[src/rtl/sdram_host_arbiter.sv]
// Round-robin arbiter sharing the SDRAM controller host port between a test
// sequencer (port A) and a display/readback path (port B), one access per grant.
module sdram_host_arbiter #(
  parameter int ADDR_W = 24,
  parameter int DATA_W = 16
) (
  input  logic              clk_i,
  input  logic              rst_n_i,

  input  logic              a_rd_i,
  input  logic              a_wr_i,
  input  logic [ADDR_W-1:0] a_addr_i,
  input  logic [DATA_W-1:0] a_wdata_i,
  output logic [DATA_W-1:0] a_rdata_o,
  output logic              a_done_o,

  input  logic              b_rd_i,
  input  logic              b_wr_i,
  input  logic [ADDR_W-1:0] b_addr_i,
  input  logic [DATA_W-1:0] b_wdata_i,
  output logic [DATA_W-1:0] b_rdata_o,
  output logic              b_done_o,

  output logic              ctl_rd_o,
  output logic              ctl_wr_o,
  output logic [ADDR_W-1:0] ctl_addr_o,
  output logic [DATA_W-1:0] ctl_wdata_o,
  input  logic [DATA_W-1:0] ctl_rdata_i,
  input  logic              ctl_done_i,

  output logic [1:0]        grant_o
);

  // Encodings double as the grant_o value, so 2'b11 can never appear.
  typedef enum logic [1:0] {
    IDLE  = 2'b00,
    GNT_A = 2'b01,
    GNT_B = 2'b10
  } state_t;

  state_t state;
  logic   last_b;   // 1: B held the most recent grant, so A wins the next tie

  logic req_a;
  logic req_b;
  logic a_read;
  logic b_read;

  assign req_a  = a_rd_i | a_wr_i;
  assign req_b  = b_rd_i | b_wr_i;
  // A simultaneous rd and wr on one port is a write.
  assign a_read = a_rd_i & ~a_wr_i;
  assign b_read = b_rd_i & ~b_wr_i;

  // NOTE: every register here uses <= so all updates read pre-edge values;
  // mixing in = would make the result depend on statement order.
  always_ff @(posedge clk_i or negedge rst_n_i) begin
    if (!rst_n_i) begin
      state     <= IDLE;
      last_b    <= 1'b1;
      a_rdata_o <= '0;
      b_rdata_o <= '0;
    end else begin
      case (state)
        IDLE: begin
          if (req_a && (!req_b || last_b)) begin
            state <= GNT_A;
          end else if (req_b) begin
            state <= GNT_B;
          end
        end
        GNT_A: begin
          if (ctl_done_i) begin
            state  <= IDLE;
            last_b <= 1'b0;
            if (a_read) begin
              a_rdata_o <= ctl_rdata_i;
            end
          end
        end
        GNT_B: begin
          if (ctl_done_i) begin
            state  <= IDLE;
            last_b <= 1'b1;
            if (b_read) begin
              b_rdata_o <= ctl_rdata_i;
            end
          end
        end
        default: state <= IDLE;
      endcase
    end
  end

  // NOTE: all outputs get a default before the case so no path leaves them
  // unassigned, which would otherwise infer latches.
  always_comb begin
    ctl_rd_o    = 1'b0;
    ctl_wr_o    = 1'b0;
    ctl_addr_o  = '0;
    ctl_wdata_o = '0;
    case (state)
      GNT_A: begin
        ctl_rd_o    = a_read;
        ctl_wr_o    = a_wr_i;
        ctl_addr_o  = a_addr_i;
        ctl_wdata_o = a_wdata_i;
      end
      GNT_B: begin
        ctl_rd_o    = b_read;
        ctl_wr_o    = b_wr_i;
        ctl_addr_o  = b_addr_i;
        ctl_wdata_o = b_wdata_i;
      end
      default: ;
    endcase
  end

  // Done is steered combinationally; a done pulse in IDLE reaches neither port.
  assign a_done_o = ctl_done_i & (state == GNT_A);
  assign b_done_o = ctl_done_i & (state == GNT_B);
  assign grant_o  = state;

endmodule
[config.mk]
export PLATFORM = sky130hd
export DESIGN_NAME = sdram_host_arbiter
export DESIGN_NICKNAME = d
export VERILOG_FILES = /design/src/rtl/sdram_host_arbiter.sv
export SDC_FILE = /design/constraint.sdc
export NUM_CORES = 1
export LEC_CHECK = 0
export CORE_ASPECT_RATIO = 1.4
export CORE_MARGIN = 10
export CORE_UTILIZATION = 29
export CTS_CLUSTER_SIZE = 40
export DETAILED_ROUTE_END_ITERATION = 10
export GPL_TIMING_DRIVEN = 1
export PLACE_DENSITY_LB_ADDON = 0.05
export REMOVE_ABC_BUFFERS = 1
export SETUP_SLACK_MARGIN = 0.1
export SLEW_MARGIN = 20
export SYNTH_ARGS = -nofsm -noshare
export SYNTH_HDL_FRONTEND = slang
export SYNTH_SLANG_ARGS = --single-unit
export TNS_END_PERCENT = 20
[constraint.sdc]
create_clock -name clk_i -period 1.5 [get_ports clk_i]
set_clock_uncertainty 0.15 [all_clocks]
set_input_delay 0.225 -clock clk_i [delete_from_list [all_inputs] [get_ports clk_i]]
set_output_delay 0.225 -clock clk_i [all_outputs]
set_load 0.01 [all_outputs]
==> results.ini, run 1 <==
[outcome]
status=finished, violations left
violations=negative setup slack

[logic_synthesis]
syn_inst=190
synth_cell_types=21
area_leaders=dfrtp_1, a22oi_1, mux2_4
netlist_area_um2=2150
yosys.area.top_type_share_pct=39.6
ff_type=dfrtp_1
ys_chip_area_um2=2150
yosys-stat-cells=190
largest_area_cell=dfrtp_1
synth-async-reset-ratio_pct=100
common_cells=nor2b_1, a22oi_1, dfrtp_1
synth-edff-count=0
synth_area_per_cell_um2=11.3

[floorplan]
design.core.area_um2=7270
num_io_pins=181
die_area_um2=11300
row_count=37
die_height_um=122
fp_util_pct=29.6
fp.dieW_um=92.8

[sta]
hold_viol=0
period_used_pct=136
fin_crit_ps=2040
max_slew_margin_pct=82.5
timing.final.ws_setup_ps=-541
finalSetupTns_ps=-33060
final_max_slew_viol_count=0
setup_viol=79
rsz0062_at_grt=yes
hold_slack_ps=157

[job]
warnings=29

[power_and_ir_drop]
power_density_nw_per_um2=1700
ir_worst_vdd_v=0.00137
finalPower_uw=7540

[critical_path]
critPathKind=register to output pin
rr_worst_depth=7
cp.required_ps=1120
cp-startpoint=grant_o[1]$_DFFE_PN0P_
crit_path_end=ctl_addr_o[9]
cp-start-kind=register
cp_max_fo=4
rrSetupSlack_ps=-420

[route]
dr.pass1.iters=4
wl_met2_mm=5.06
via_per_inst=4.80
wl_met3_mm=1.02
remaining_drc_errors=0
top_layer=met4
vias=2346

[clock_tree]
clkTransAtPathRegs_ps=70
cts-htree-levels=2
cts_tree=done
clockBufferDepth=2
clock_latency_ps=280
cts-root-buf=clkbuf_8

[place]
dp_hpwl_mm=7.69
place_ws_ps=-657
dp_cells=471
placed_cell_area_um2=4250

[grt]
gr-max-usage-layer=met2
antenna_found_initial=0
use_met2_pct=29.3
grt_pass1_vias=2510

[final_layout]
antenna_cells=0
instances_no_fill=489
mostFrequentLayoutCells=clkdlybuf4s50_1, nor2b_1, buf_2
drive_gt1_share_pct=37.2
finalNetCount=497

[hold_path]
min_path_type=input port to async pin

## run 1: state kept, by name, summed over array words and instances (netlist names)
signal	cells
a_rdata_o	16
b_rdata_o	16
grant_o	2
last_b	1
## run 1: layout make-up
type | count | area [µm²]
fill | 665 | 2830
timing repair buffer | 210 | 2000
multi-input combinational | 136 | 1330
sequential | 35 | 877
tap | 97 | 121
clock buffer | 8 | 100
inverter | 3 | 11.3
## run 1: how the worst min path moves through the flow
stage                                         start                        end  slack, ps  cells after the start
after floorplan                             rst_n_i   a_rdata_o[0]$_DFFE_PN0P_       -220                      0
after global placement     a_rdata_o[3]$_DFFE_PN0P_   a_rdata_o[3]$_DFFE_PN0P_        340                      1
after detailed placement  b_rdata_o[14]$_DFFE_PN0P_  b_rdata_o[14]$_DFFE_PN0P_        340                      1
after CTS                                   rst_n_i   a_rdata_o[4]$_DFFE_PN0P_        160                      2
after global routing                        rst_n_i   a_rdata_o[5]$_DFFE_PN0P_        160                      2
final                                       rst_n_i   a_rdata_o[9]$_DFFE_PN0P_        160                      2
## run 1: worst max-delay path, stage by stage (launching register included)
cell	delay, ps
dfrtp_1	380
buf_4	150
ha_4	200
buf_12	140
clkbuf_16	150
a22oi_2	160
nor2b_1	60
buf_2	140
## run 1: cell families after synthesis
family,share of synthesized area [%]
mux,20.3
flops,40.8
fa+ha+maj,1.75
buf+inv,4.31
simple gates,16.6
compound gates,16.2
## run 1: timing repair
item / in CTS / in global routing
buffers inserted: 4 / 2
gates resized: 229 / 16
endpoints found under the setup margin: 113 / 80
hold buffers: 0 / 0
hold endpoints to repair: 0 / 0
gates cloned: 3 / 1
pin swaps: 1 / 2
## run 1: where the power goes
part	switching (µW)	internal, µW
sequential	242	1420
clock	311	419
combinational	2180	2970
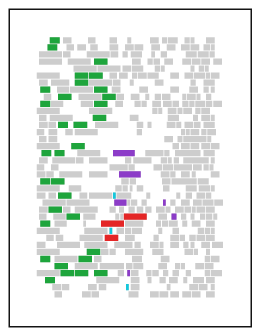
(run_1/gate_families.png)
legend:
  green:
    family: multiplexers
    cells: 32
    where: a column on the left
  red:
    family: adder and majority cells
    cells: 3
  cyan:
    family: inverters
    cells: 3
  purple:
    family: NAND gates
    cells: 6

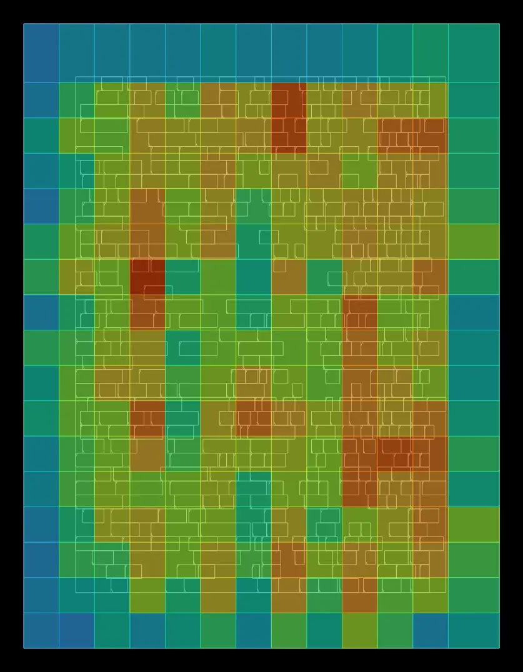
(run_1/final_congestion.png)
WL/cell: 20.7 µm
met3 usage: 6.77%
post-layout util: 61.1%
met1 Track Usage GR: 19.6%
total track usage: 17.2%

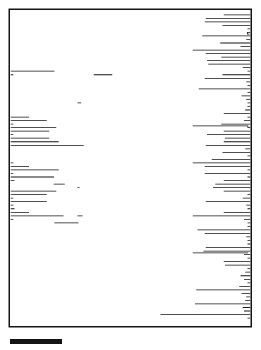
(run_1/met3.png)
Bar = 20 µm.
share of all routed wire: 10%
main direction: horizontal
longest straight run: 34.3 µm
nets with wire on the layer: 115
wire length on this layer: 1020 µm

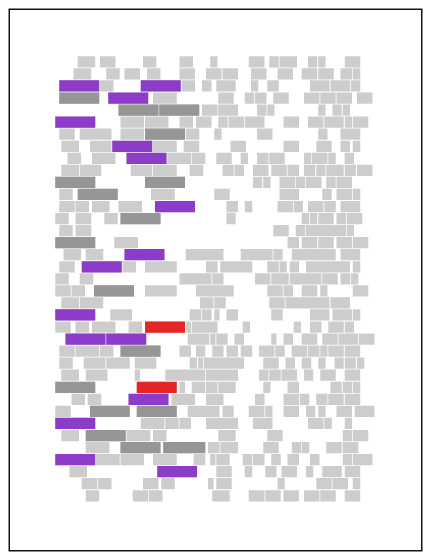
(run_1/registers.png)
legend:
  purple:
    signal: `a_rdata_o`
    flops: 16
  red:
    signal: `grant_o`
    flops: 2
not colored: 17

==> run_1/met2.png <==
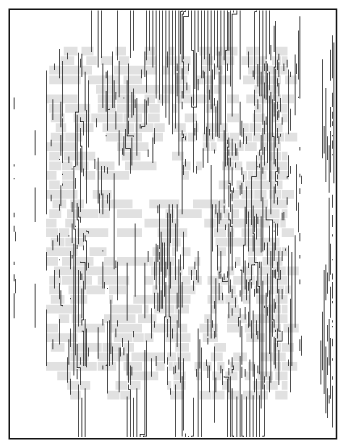

==> inputs of run 2 (changes only) <==
Settings changed: CORE_UTILIZATION 29 to 32.
Clock period 1.5 ns to 2.2 ns, I/O delays scaled along.
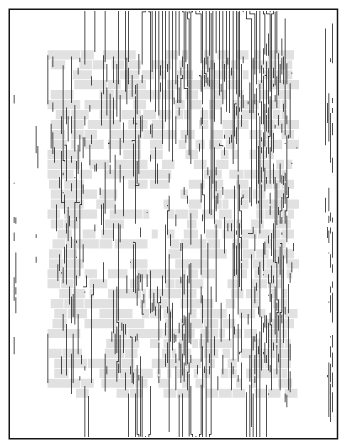
(run_2/met2.png)
main direction: vertical
nets with wire on the layer: 426
longest straight run: 55.1 µm
share of all routed wire: 48%

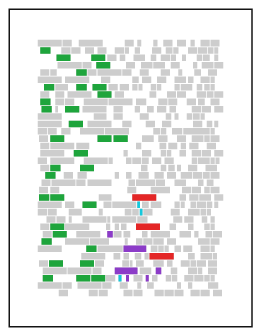
(run_2/gate_families.png)
legend:
  purple:
    family: NAND gates
    cells: 6
    where: bottom center
  red:
    family: adder and majority cells
    cells: 3
  cyan:
    family: inverters
    cells: 3
  green:
    family: multiplexers
    cells: 32
    where: a column on the left

==> run 2 against run 1 <==
Effect of this change:
- the flow now finishes without violations
- combinational power shrank 35%
- flip-flop count is the same
- sequential share of layout area grew 0.93 points
- highest routed layer unchanged
- cell count shrank 6.1%
- first-iteration DRC count shrank 2.7%
- synthesized cell count is the same
- clock power shrank 41%
- via count shrank 4.7%
==> results.ini, run 2 <==
[outcome]
status=completed

[floorplan]
design.core.area_um2=6570
fp_util_pct=32.7
die_area_um2=10400
fp.dieW_um=89.3

[final_layout]
mostFrequentLayoutCells=clkdlybuf4s50_1, nor2b_1, dfrtp_1
finalNetCount=489
fin_util_pct=64.6

[logic_synthesis]
xor_area_share_pct=0
synth-edff-count=0
syn_inst=190
mux_area_share_pct=20.3
synthAdderAreaFrac_pct=1.75
ys_sh_aoi_pct=16.2
synth-async-reset-ratio_pct=100

[power_and_ir_drop]
p_int_uw=3160
power_density_nw_per_um2=1160
ir_worst_vdd_v=0.000713
pwr-share-comb_pct=68.0

[critical_path]
cp_num_buf_inv=3
cp-start-kind=register
slowest_delay_ps=400
critPathKind=register to output pin

[route]
dr.pass1.iters=4
detail_route.wl_per_cell_um=20.8
remaining_drc_errors=0
vias=2235

[clock_tree]
post_cts_buffers=3
clkTransAtPathRegs_ps=70

[place]
dp_hpwl_mm=7.42
placed_cell_area_um2=4130
dp_cells=445

[sta]
hold_slack_ps=304
period_used_pct=96.1
fin_crit_ps=2110
hold_viol=0

[grt]
antenna_found_initial=0

==> run 2: cell counts after synthesis <==
No cell type changed its count.
==> run 2: worst paths after layout <==
| check | startpoint | to | slack [ps] |
|---|---|---|---|
| max | grant_o[1]$_DFFE_PN0P_ | ctl_wdata_o[13] | 90 |
| min | rst_n_i | b_rdata_o[8]$_DFFE_PN0P_ | 300 |
| max reg2reg | grant_o[1]$_DFFE_PN0P_ | a_rdata_o[9]$_DFFE_PN0P_ | 310 |
| min reg2reg | a_rdata_o[8]$_DFFE_PN0P_ | a_rdata_o[8]$_DFFE_PN0P_ | 360 |
| max in group asynchronous | rst_n_i | last_b$_DFFE_PN1P_ | 1240 |
| min in group clk_i | a_rdata_o[8]$_DFFE_PN0P_ | a_rdata_o[8]$_DFFE_PN0P_ | 360 |
==> run 2: metrics by stage <==
step | power [µW] | setup WS (ps)
2_1_floorplan | 2590 | -309
3_3_place_gp | 4380 | -26.8
3_5_place_dp | 4410 | -51.5
4_1_cts | 4950 | 2.70
5_1_grt | 5250 | 25.1
6_report | 4920 | 86.8
==> run 2: layout make-up <==
cell class	instances	share of cell area (%)
Multi-Input combinational cell	136	31.0
Clock inverter	1	0.118
Clock buffer	7	1.80
Antenna cell	1	0.0590
Sequential cell	35	20.7
Timing Repair Buffer	202	43.9
Inverter	3	0.266
Tap cell	74	2.18
==> run 2: worst register-to-register path, stage by stage, from the launching register on <==
cell	delay, ps
dfrtp_1	400
inv_2	120
ha_4	180
buf_4	150
nand4b_4	350
mux2_4	430
==> run 2: power groups by stage <==
stage	sequential, µW	combinational [µW]	clock, µW
2_1_floorplan	1290	1300	0
3_3_place_gp	1140	3240	0
3_5_place_dp	1140	3270	0
4_1_cts	1140	3350	458
5_1_grt	1190	3580	482
6_report	1140	3340	432
==> run_2/met3.png <==
Bar = 20 µm.
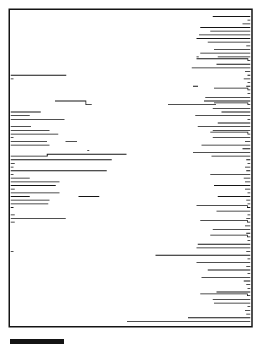

==> inputs of run 3 (changes only) <==
Settings changed: PLACE_DENSITY from default to 0.8, PLACE_DENSITY_LB_ADDON 0.05 to default, RECOVER_POWER from default to 25.
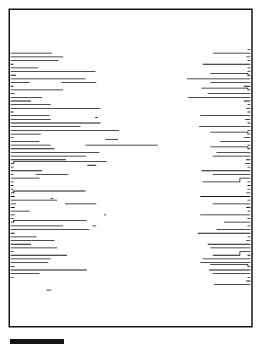
(run_3/met3.png)
Bar = 20 µm.
share of all routed wire: 15%
nets with wire on the layer: 130
longest straight run: 39.8 µm
main direction: horizontal
wire length on this layer: 1440 µm

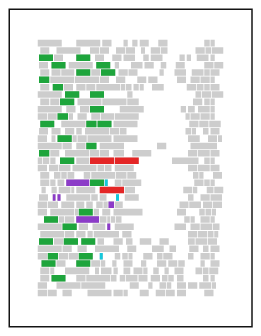
(run_3/gate_families.png)
legend:
  purple:
    family: NAND gates
    cells: 6
  cyan:
    family: inverters
    cells: 3
  green:
    family: multiplexers
    cells: 32
    where: a column on the left
  red:
    family: adder and majority cells
    cells: 3

==> run 3 against run 2 <==
Effect of this change:
- utilization rose by 1.9 points
- largest power group unchanged
- sequential power barely moved
- global-route usage rose by 1.2 points
- maximum frequency fell by 1.1%
==> results.ini, run 3 <==
[outcome]
status=completed

[grt]
grt_pass1_vias=2586
antenna_found_initial=1
grt_usage_pct=17.7

[sta]
setup_viol=0
hold_viol=0
max_slew_margin_pct=42.4
period_used_pct=97.1
timing.final.ws_setup_ps=63.6
fin_crit_ps=2140

[logic_synthesis]
yosys-stat-cells=190
netlist_area_um2=2150
synth-async-reset-ratio_pct=100
synth-edff-count=0
ff_type=dfrtp_1
ys_sh_aoi_pct=16.2
synth.cellmix.simpleShare_pct=16.6
largest_area_cell=dfrtp_1

[clock_tree]
clkTransAtPathRegs_ps=80
clockBufferDepth=2
cts-htree-levels=2

[critical_path]
crit_family=buffers and inverters
path_cells=buf_6 -> ha_4 -> buf_12 -> buf_16 -> a22oi_2 -> nor2b_1 -> buf_2
cp_max_fo=14
cp.depth=7
cp.required_ps=1720

[floorplan]
num_io_pins=181
die_area_um2=10400
row_count=35
design.core.area_um2=6570
fp.dieW_um=89.3

[hold_path]
hold_depth=1

[power_and_ir_drop]
swShare_pct=36.0
p_switching_uw=1920
finalPower_uw=5340
power_density_nw_per_um2=1220
ir_worst_vdd_v=0.000700
seq_power_share_pct=21.9

[final_layout]
antenna_cells=0
finalNetCount=492
instances_no_fill=461
mostFrequentLayoutCells=clkdlybuf4s50_1, nor2b_1, dfrtp_1

[route]
detail_route.wl_per_cell_um=20.8
via_per_inst=5.02
vias=2312

[place]
placed_cell_area_um2=4140
place_ws_ps=-17.6
dp_hpwl_mm=7.52

==> run 3: cell counts after synthesis <==
Identical to the previous run, type by type.
==> run 3: worst paths after layout <==
check | startpoint | endpoint | slack (ps)
setup / recovery | grant_o[1]$_DFFE_PN0P_ | ctl_addr_o[6] | 60
hold / removal | b_rdata_o[0]$_DFFE_PN0P_ | b_rdata_o[0]$_DFFE_PN0P_ | 360
setup reg to reg | grant_o[1]$_DFFE_PN0P_ | a_rdata_o[8]$_DFFE_PN0P_ | 100
hold reg to reg | b_rdata_o[0]$_DFFE_PN0P_ | b_rdata_o[0]$_DFFE_PN0P_ | 360
max in group asynchronous | rst_n_i | a_rdata_o[3]$_DFFE_PN0P_ | 840
min in group asynchronous | rst_n_i | b_rdata_o[8]$_DFFE_PN0P_ | 520
==> run 3: metal layers <==
layer / part of all wire (%) / vias to the layer above / GRT usage, %
met4: 1.5 / 0 / 4.89
met5: 0 / - / 0
met3: 15 / 13 / 10.6
met1: 36 / 1083 / 17.1
li1: - / 1080 / -
met2: 48 / 136 / 30.7
==> run 3: repair_timing <==
action / in CTS / in global routing
resized: 153 / 50
buffers inserted: 3 / 2
pin swaps: 0 / 10
endpoints found under the setup margin: 60 / 57
gates cloned: 2 / 0
==> run 3: power by group through the flow <==
stage	combinational (µW)	sequential (µW)	clock [µW]
finish	3580	1170	588
global route	3840	1210	623
CTS	3530	1170	600
detailed placement	3370	1160	0
floorplan	1300	1290	0
global placement	3310	1140	0
==> run 3: final cells by class <==
cell class | instances | area, µm²
Clock buffer | 5 | 68.8
Clock inverter | 3 | 43.8
Fill cell | 514 | 2210
Inverter | 3 | 11.3
Multi-Input combinational cell | 136 | 1370
Sequential cell | 35 | 877
Tap cell | 74 | 92.6
Timing Repair Buffer | 205 | 1900
Power is estimated from default activity; no workload was simulated.
